$ cat config.mk
export PLATFORM = sky130hd
export DESIGN_NAME = serial_subtractor
export DESIGN_NICKNAME = d
export VERILOG_FILES = /design/src/rtl/serial_subtractor_pkg.sv /design/src/rtl/serial_subtractor_fullsubtractor.sv /design/src/rtl/serial_subtractor.sv
export SDC_FILE = /design/constraint.sdc
export NUM_CORES = 1
export LEC_CHECK = 0
export CAP_MARGIN = 15
export CORE_MARGIN = 8
export CORE_UTILIZATION = 24
export DETAILED_ROUTE_END_ITERATION = 8
export GPL_TIMING_DRIVEN = 0
export PLACE_DENSITY = 0.4
export SETUP_SLACK_MARGIN = 0.15
export SKIP_LAST_GASP = 1
export SYNTH_ARGS = -nofsm -noshare
export SYNTH_HDL_FRONTEND = slang
export SYNTH_SLANG_ARGS = --single-unit
$ cat constraint.sdc
create_clock -name clk -period 4.2 [get_ports clk]
set_input_delay 0.84 -clock clk [delete_from_list [all_inputs] [get_ports clk]]
set_output_delay 0.84 -clock clk [all_outputs]
set_load 0.05 [all_outputs]
$ cat src/rtl/serial_subtractor_pkg.sv
// Shared arithmetic definitions for the bit-serial subtractor family.
package serial_subtractor_pkg;

  // Sequencer states of the serial subtractor.
  typedef enum logic [1:0] {
    IDLE = 2'd0,
    RUN  = 2'd1,
    DONE = 2'd2
  } state_t;

  // Default operand width when no override is given.
  localparam int DEFAULT_WIDTH = 4;

endpackage

$ cat src/rtl/serial_subtractor_fullsubtractor.sv
// One-bit full subtractor: d = x - y - bin, bout set when the bit underflows.
// Kept standalone so a future parallel subtractor can ripple copies of it.
module fullsubtractor (
  input  logic x,
  input  logic y,
  input  logic bin,
  output logic d,
  output logic bout
);

  // Difference bit and borrow generation/propagation.
  always_comb begin
    d    = x ^ y ^ bin;
    bout = (~x & y) | (~(x ^ y) & bin);
  end

endmodule

$ cat src/rtl/serial_subtractor.sv
// Bit-serial subtractor: diff = a - b - bin (mod 2^WIDTH), one bit per clock,
// LSB first, through a single full-subtractor cell and a borrow flop.
//
// Handshake: a start seen high at a rising edge while the block is in IDLE or
// DONE is accepted and captures a, b and bin; start is ignored in RUN. Exactly
// WIDTH edges later done pulses high for one cycle, and diff/bout are valid
// from that edge and hold until the next completion or reset. busy is high for
// the whole RUN phase and never overlaps done.
module serial_subtractor
  import serial_subtractor_pkg::*;
#(
  parameter int WIDTH = DEFAULT_WIDTH
) (
  input  logic             clk,
  input  logic             rst_n,
  input  logic             start,
  input  logic [WIDTH-1:0] a,
  input  logic [WIDTH-1:0] b,
  input  logic             bin,
  output logic [WIDTH-1:0] diff,
  output logic             bout,
  output logic             busy,
  output logic             done
);

  localparam int             CW   = $clog2(WIDTH + 1);
  localparam logic [CW-1:0]  LAST = CW'(WIDTH - 1);

  state_t           state;
  state_t           state_next;
  logic [WIDTH-1:0] a_sh;
  logic [WIDTH-1:0] b_sh;
  logic [WIDTH-1:0] work;
  logic             br;
  logic [CW-1:0]    cnt;
  logic             d;
  logic             br_next;
  logic             load;
  logic             last_bit;

  fullsubtractor u_fs (
    .x    (a_sh[0]),
    .y    (b_sh[0]),
    .bin  (br),
    .d    (d),
    .bout (br_next)
  );

  // Next-state decode: accept start only outside RUN, finish on the last bit.
  always_comb begin
    state_next = state;
    load       = 1'b0;
    last_bit   = (state == RUN) && (cnt == LAST);
    case (state)
      IDLE: begin
        if (start) begin
          load       = 1'b1;
          state_next = RUN;
        end
      end
      RUN: begin
        if (last_bit) state_next = DONE;
      end
      DONE: begin
        if (start) begin
          load       = 1'b1;
          state_next = RUN;
        end else begin
          state_next = IDLE;
        end
      end
      default: state_next = IDLE;
    endcase
  end

  // State register.
  always_ff @(posedge clk or negedge rst_n) begin
    if (!rst_n) state <= IDLE;
    else        state <= state_next;
  end

  // Operand shifters, borrow flop, bit counter and working result.
  always_ff @(posedge clk or negedge rst_n) begin
    if (!rst_n) begin
      a_sh <= '0;
      b_sh <= '0;
      br   <= 1'b0;
      cnt  <= '0;
      work <= '0;
    end else if (load) begin
      a_sh <= a;
      b_sh <= b;
      br   <= bin;
      cnt  <= '0;
      work <= '0;
    end else if (state == RUN) begin
      a_sh <= a_sh >> 1;
      b_sh <= b_sh >> 1;
      br   <= br_next;
      cnt  <= cnt + CW'(1);
      work <= {d, work[WIDTH-1:1]};
    end
  end

  // Registered outputs; the result is published only when the last bit lands,
  // so a run cut short by reset never becomes visible.
  always_ff @(posedge clk or negedge rst_n) begin
    if (!rst_n) begin
      diff <= '0;
      bout <= 1'b0;
      busy <= 1'b0;
      done <= 1'b0;
    end else begin
      if (last_bit) begin
        diff <= {d, work[WIDTH-1:1]};
        bout <= br_next;
      end
      busy <= (state_next == RUN);
      done <= (state_next == DONE);
    end
  end

endmodule

M2 wires:
Scale: 3 px per µm.
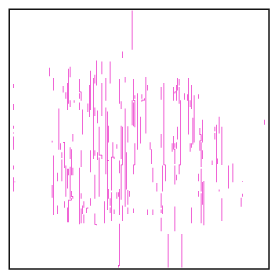
The layer holds 44% of the routed length. The wires run mostly vertical. The longest straight run is 32.6 µm. 116 nets have wire on it. The layer carries 1140 µm of wire.
number of vias after detailed routing: 837
met2 demand-to-capacity share in global routing: 11.62%
total wirelength of the detailed-routed design: 2.610 mm

==> results.txt <==
Numbers from the implementation run.

The share of the core area taken by cells at floorplan is 24.98%. The area taken by multi-input logic gates is 508.0 µm². The static leakage is 0.0006622 µW. The run finished with clean final reports. The startpoint of the most critical hold path is diff[0]$_DFFE_PN0P_.

On the critical path the largest part of the delay comes from buffers and inverters. The maximum clock frequency is 440.7 MHz. The number of tap cells added at floorplan is 67.

The area taken by sequential standard cells is reported as 600.6 µm². Of the total power, registers draw 36.1%. The number of standard cells in the final layout excluding fillers is 194. The internal cell power is 659.8 µW. During I/O placement, the number of pins put on the boundary was 19. The final total negative setup slack is 0 ns. The post-place setup slack is 2.214 ns. The first-pass GRT wire length is 4.491 mm. The fraction of final cell area spent on clock buffers and inverters in this run is 2.748%. Summing the sequential cell areas from Yosys gives 50.90% of the chip area.

Once layout is complete, the utilization of the core stands at 31.81%. The number of warnings issued by yosys is 0. The sequential portion of the cell area is 39.97%. The CTS buffer count is 3. Per the post-synthesis report, the nets total 121. The global routing usage summed across all routing layers is 7.646%. Looking at the worst setup and hold paths, the clock pins of their registers show a slew of 0.09 ns.

The largest fanout on the critical path is 2. Warnings raised by the tools during the run amount to 26. The largest registers in the layout are a_sh (4), b_sh (4), diff (4). The DRC violations left is 0. For this run, the slowest stage of the critical path takes 0.81 ns. The worst setup slack for register-to-register paths is 2.69 ns. Before any placement, the netlist area is recorded as 1180 µm². Combinational logic is responsible for 51.3% of the overall power.

The routability congestion estimate is 0.6969. The data required time reported for the critical path is 3.36 ns. The endpoint of the worst register-to-register path is work[3]$_DFFE_PN0P_. STA classifies the critical path startpoint as a flip-flop.

The power report attributes to the clock group a share of 12.6%. The slowest stage cell on the critical path is sky130_fd_sc_hd__clkdlybuf4s50_1. TritonCTS built the clock tree. The combinational gate power is 570 µW. Entering global routing, the biggest net connects 19 pins.

For this run the aggregate overflow at the end of global routing stands at 0. The clock distribution power is 140 µW. Total power normalized to cell area comes to 739.1 nW/µm².
Power grid:
Scale: 4 px per µm. Pins as bars on the die edge. Tap cells in grey.
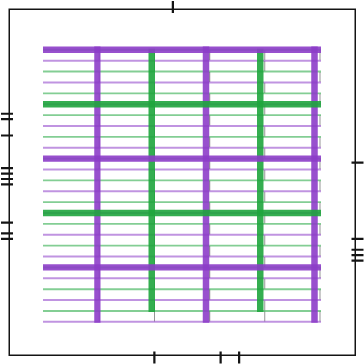
VSS: marked purple. VDD: marked green.
26 met1 rails follow the rows. 5 straps on met5. 19 signal pins sit on the boundary. The core has 25 rows.
worst vdd rail ir drop: 0.0001788 V
Horiz. Die Dim: 86.12 µm
Core Region: 4723 µm²
vertical die size: 86.12 µm

No activity file was given, so power comes from the tool's default toggle rates.
